**Sequential cells grouped by signal name**

Other sequential cells in the stronger grey, the rest of the logic in the fainter grey.
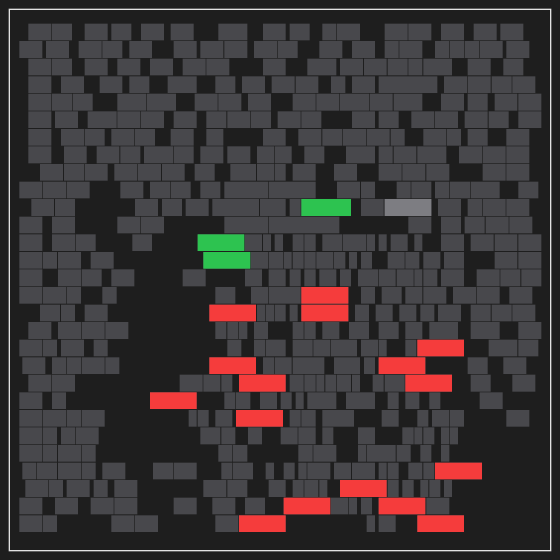
**Clock wires, drivers and flops**

Scale bar: 20 um.
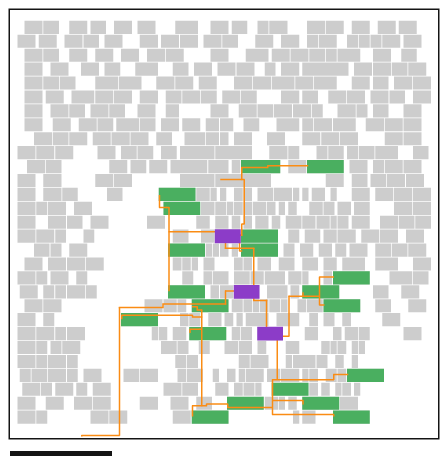
**Placement by cell class**

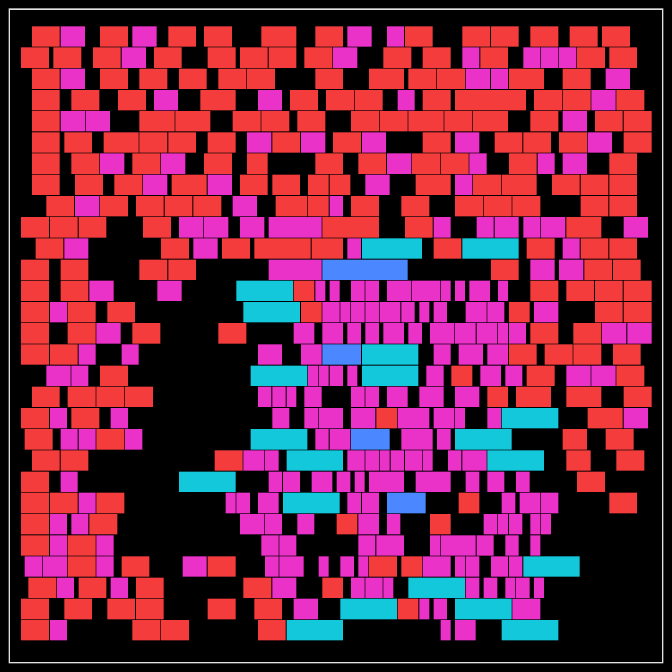
### src/rtl/bus_arbiter.sv
// Two-master bus arbiter: master 0 (CPU) and master 1 (DMA / boot loader)
// share one slave-side bus. Ownership is granted per transaction with
// round-robin tie-breaking. A watchdog turns an unacknowledged cycle into a
// bus error for the owning master.
module bus_arbiter #(
  parameter int unsigned TIMEOUT = 255  // legal range 1..65535
) (
  input  logic        clk,
  input  logic        reset,
  // master 0
  input  logic [15:0] m0_write,
  output logic [15:0] m0_read,
  input  logic [31:0] m0_addr,
  input  logic        m0_uds,
  input  logic        m0_lds,
  output logic        m0_ack,
  output logic        m0_berr,
  // master 1
  input  logic [15:0] m1_write,
  output logic [15:0] m1_read,
  input  logic [31:0] m1_addr,
  input  logic        m1_uds,
  input  logic        m1_lds,
  output logic        m1_ack,
  output logic        m1_berr,
  // slave bus
  output logic [15:0] s_write,
  input  logic [15:0] s_read,
  output logic [31:0] s_addr,
  output logic        s_uds,
  output logic        s_lds,
  input  logic        s_ack
);

  typedef enum logic [2:0] {
    IDLE,
    GRANT0,
    GRANT1,
    ERR0,
    ERR1
  } state_t;

  // Last wait count allowed before the watchdog fires.
  localparam logic [15:0] LAST_WAIT = 16'(TIMEOUT - 1);

  state_t      state, state_next;
  logic        last_grant, last_grant_next;
  logic [15:0] wait_cnt, wait_cnt_next;
  logic        req0, req1;

  assign req0 = m0_uds | m0_lds;
  assign req1 = m1_uds | m1_lds;

  // State register, round-robin pointer and watchdog counter.
  always_ff @(posedge clk) begin
    // NOTE: sequential state uses non-blocking assignments so every register
    // samples the pre-edge values of the others; blocking here would create
    // order-dependent simulation and mismatch synthesis.
    if (reset) begin
      state      <= IDLE;
      last_grant <= 1'b1;   // master 0 wins the first tie
      wait_cnt   <= '0;
    end else begin
      state      <= state_next;
      last_grant <= last_grant_next;
      wait_cnt   <= wait_cnt_next;
    end
  end

  // Next-state logic: arbitration in IDLE, completion/abort/watchdog in GRANT,
  // release of the error state once the master drops its strobes.
  always_comb begin
    // NOTE: every variable gets a default before the case so no path leaves it
    // unassigned; a missing default would infer a latch.
    state_next      = state;
    last_grant_next = last_grant;
    wait_cnt_next   = wait_cnt;
    unique case (state)
      IDLE: begin
        if (req0 && (!req1 || last_grant)) begin
          state_next      = GRANT0;
          last_grant_next = 1'b0;
          wait_cnt_next   = '0;
        end else if (req1) begin
          state_next      = GRANT1;
          last_grant_next = 1'b1;
          wait_cnt_next   = '0;
        end
      end
      GRANT0: begin
        if (!req0) begin
          state_next = IDLE;
        end else if (!s_ack) begin
          if (wait_cnt == LAST_WAIT) state_next = ERR0;
          else                       wait_cnt_next = wait_cnt + 16'd1;
        end
      end
      GRANT1: begin
        if (!req1) begin
          state_next = IDLE;
        end else if (!s_ack) begin
          if (wait_cnt == LAST_WAIT) state_next = ERR1;
          else                       wait_cnt_next = wait_cnt + 16'd1;
        end
      end
      ERR0: if (!req0) state_next = IDLE;
      ERR1: if (!req1) state_next = IDLE;
      default: state_next = IDLE;
    endcase
  end

  // Output steering: the owner is wired straight through to the slave bus;
  // everything else, including s_ack arriving in IDLE or ERR, is masked to 0.
  always_comb begin
    s_write = '0;
    s_addr  = '0;
    s_uds   = 1'b0;
    s_lds   = 1'b0;
    m0_read = '0;
    m0_ack  = 1'b0;
    m0_berr = 1'b0;
    m1_read = '0;
    m1_ack  = 1'b0;
    m1_berr = 1'b0;
    unique case (state)
      GRANT0: begin
        s_write = m0_write;
        s_addr  = m0_addr;
        s_uds   = m0_uds;
        s_lds   = m0_lds;
        m0_read = s_read;
        m0_ack  = s_ack;
      end
      GRANT1: begin
        s_write = m1_write;
        s_addr  = m1_addr;
        s_uds   = m1_uds;
        s_lds   = m1_lds;
        m1_read = s_read;
        m1_ack  = s_ack;
      end
      ERR0:    m0_berr = 1'b1;
      ERR1:    m1_berr = 1'b1;
      default: ;
    endcase
  end

endmodule

### config.mk
export PLATFORM = sky130hd
export DESIGN_NAME = bus_arbiter
export DESIGN_NICKNAME = d
export VERILOG_FILES = /design/src/rtl/bus_arbiter.sv
export SDC_FILE = /design/constraint.sdc
export NUM_CORES = 1
export LEC_CHECK = 0
export CAP_MARGIN = 30
export CORE_UTILIZATION = 30
export CTS_BUF_LIST = sky130_fd_sc_hd__clkbuf_4 sky130_fd_sc_hd__clkbuf_8 sky130_fd_sc_hd__clkbuf_16
export DETAILED_ROUTE_END_ITERATION = 7
export PLACE_DENSITY_LB_ADDON = 0.3
export SLEW_MARGIN = 20
export SYNTH_ARGS = -nofsm -noshare
export SYNTH_HDL_FRONTEND = slang
export SYNTH_SLANG_ARGS = --single-unit
### constraint.sdc
create_clock -name clk -period 2.31 [get_ports clk]
set_input_delay 0.231 -clock clk [delete_from_list [all_inputs] [get_ports clk]]
set_output_delay 0.231 -clock clk [all_outputs]
set_load 0.02 [all_outputs]
==> impl_metrics.toml <==
# physical design summary
[synth]
synth.avg_cell_area_sq_um = 7.54
synthDistinctLibCells = 53
yosys_register_bits = 20
syn-num-nets = 386
synth_cells = 265
common_cells = "a22o_1, and2_1, dfxtp_1"
top_area_cell = "a22o_1"

[drt]
vias = 2930
wirelength_mm = 9.80
via_per_inst = 5.34
dr.first_iter.drc_count = 214
wire_per_inst_um = 17.8
top_layer = "met4"

[critical_path]
crit_fanout = 23
crit_buf_inv = 3
rr_endpoint = "state[1]"
path_cells = "nor3b_4 > buf_4 > clkbuf_16 > a22o_1 > clkdlybuf4s50_1"
path_depth = 5
reg2reg_from = "wait_cnt[13]"
crit_arrival_ns = 2.01
start_kind = "flip-flop"

[run]
warning_count = 27

[floorplanning]
dieWidth_um = 83.6
die_h_um = 83.6
die_area_sq_um = 6990

[timing]
setup-violations-final = 0
fin_crit_sh_pct = 96.9

[layout]
mi_logic_area_sq_um = 1510
clock_buffers = 3
n_antenna_cell = 1
num-nonclk-buffers = 223

[place]
gp_congestion = 0.936
place_hpwl_mm = 7.71

[cts]
clockRootBuffer = "clkbuf_8"
cts_made_buffers = 3
insertion_delay_ns = 0.27

[outcome]
status = "finished clean"

[pwr]
peakVddDrop_v = 0.000644
total_power_mw = 4.22

[min_path]
hold_end = "wait_cnt[1]"
Back to the opening pictures, 'sequential cells grouped by signal name':
`state` -> green  # sequential cells 3
`wait_cnt` -> red  # sequential cells 16
Seq group: 418 uW
Seq area share: 9.21%

Back to the opening pictures, 'clock wires, drivers and flops':
flip-flops -> green  # count 20
clock-net drivers -> purple  # count 3
clock wires -> orange  # length 296 um
routed clock nets = 4
Final Skew: 0.0161 ns
Clock power frac: 8.5%

Back to the opening pictures, 'placement by cell class':
registers -> cyan  # cells 20, share of their area 9.4%
clock drivers and dummy loads -> blue  # cells 4, share of their area 1.7%
remaining buffers and delay cells -> red  # cells 223, share of their area 53%
remaining logic cells -> magenta  # cells 224, share of their area 36%
utilization after layout: 68.3%
CORE AREA: 6390 sq um
final design instance area without fill: 4360 sq um
num rows: 29

## registers in the layout, indices dropped and copies added (netlist names)
signal,cells
last_grant,1
state,3
wait_cnt,16
## through the flow
step	hold WS [ns]	setup slack, ns	utilization, %	instances	area, sq um
after floorplan	0.416	0.163	-	265	2000
after global placement	0.476	0.233	65.5	541	4180
after detailed placement	0.470	0.199	65.5	541	4180
after CTS	0.515	0.00626	66.9	545	4270
after global routing	0.549	-0.00580	68.3	549	4360
final	0.521	0.0713	68.3	549	4360
## what timing repair did
| action | in CTS | in global routing |
|---|---|---|
| gates resized | 6 | 18 |
| hold endpoints to repair | 0 | 0 |
| buffers inserted | 0 | 2 |
| setup endpoints to repair | 12 | 69 |
| hold buffers | 0 | 0 |
| pin swaps | 0 | 1 |
| gates cloned | 0 | 1 |
## layout by cell type (no fill, tap or decap), types with 2 or more instances in the layout
cell type and count:
a21oi_1 15, a21oi_2 3, a22o_1 50, a31oi_1 4, and2_1 34, and3_1 2, buf_12 2, buf_4 16
buf_6 2, clkbuf_8 3, clkdlybuf4s50_1 184, dfxtp_1 19, dlygate4sd2_1 2, dlymetal6s2s_1 16, ha_1 2, inv_1 4
nand2_1 9, nand2b_1 3, nand3_1 7, nand3b_1 3, nand4_1 4, nor2_1 17, nor2b_1 4, nor3_1 9
nor3b_1 2, nor3b_4 2, nor4_1 2, o21a_1 2, o21ai_0 12, o21bai_1 2, o31ai_1 4, or2_2 2
or4_4 2
## worst register-to-register path, stage by stage (launching register included)
cell and delay, ns:
dfxtp_1 0.33, buf_4 0.15, or4_1 0.52, nor4_2 0.35, o21a_1 0.24, a21oi_1 0.11, a311oi_1 0.34
## where the power goes
group / switching [mW] / internal, mW
sequential: 0.0400 / 0.378
clock: 0.129 / 0.232
combinational: 1.77 / 1.67
total: 1.94 / 2.28
Power is estimated from default activity; no workload was simulated.
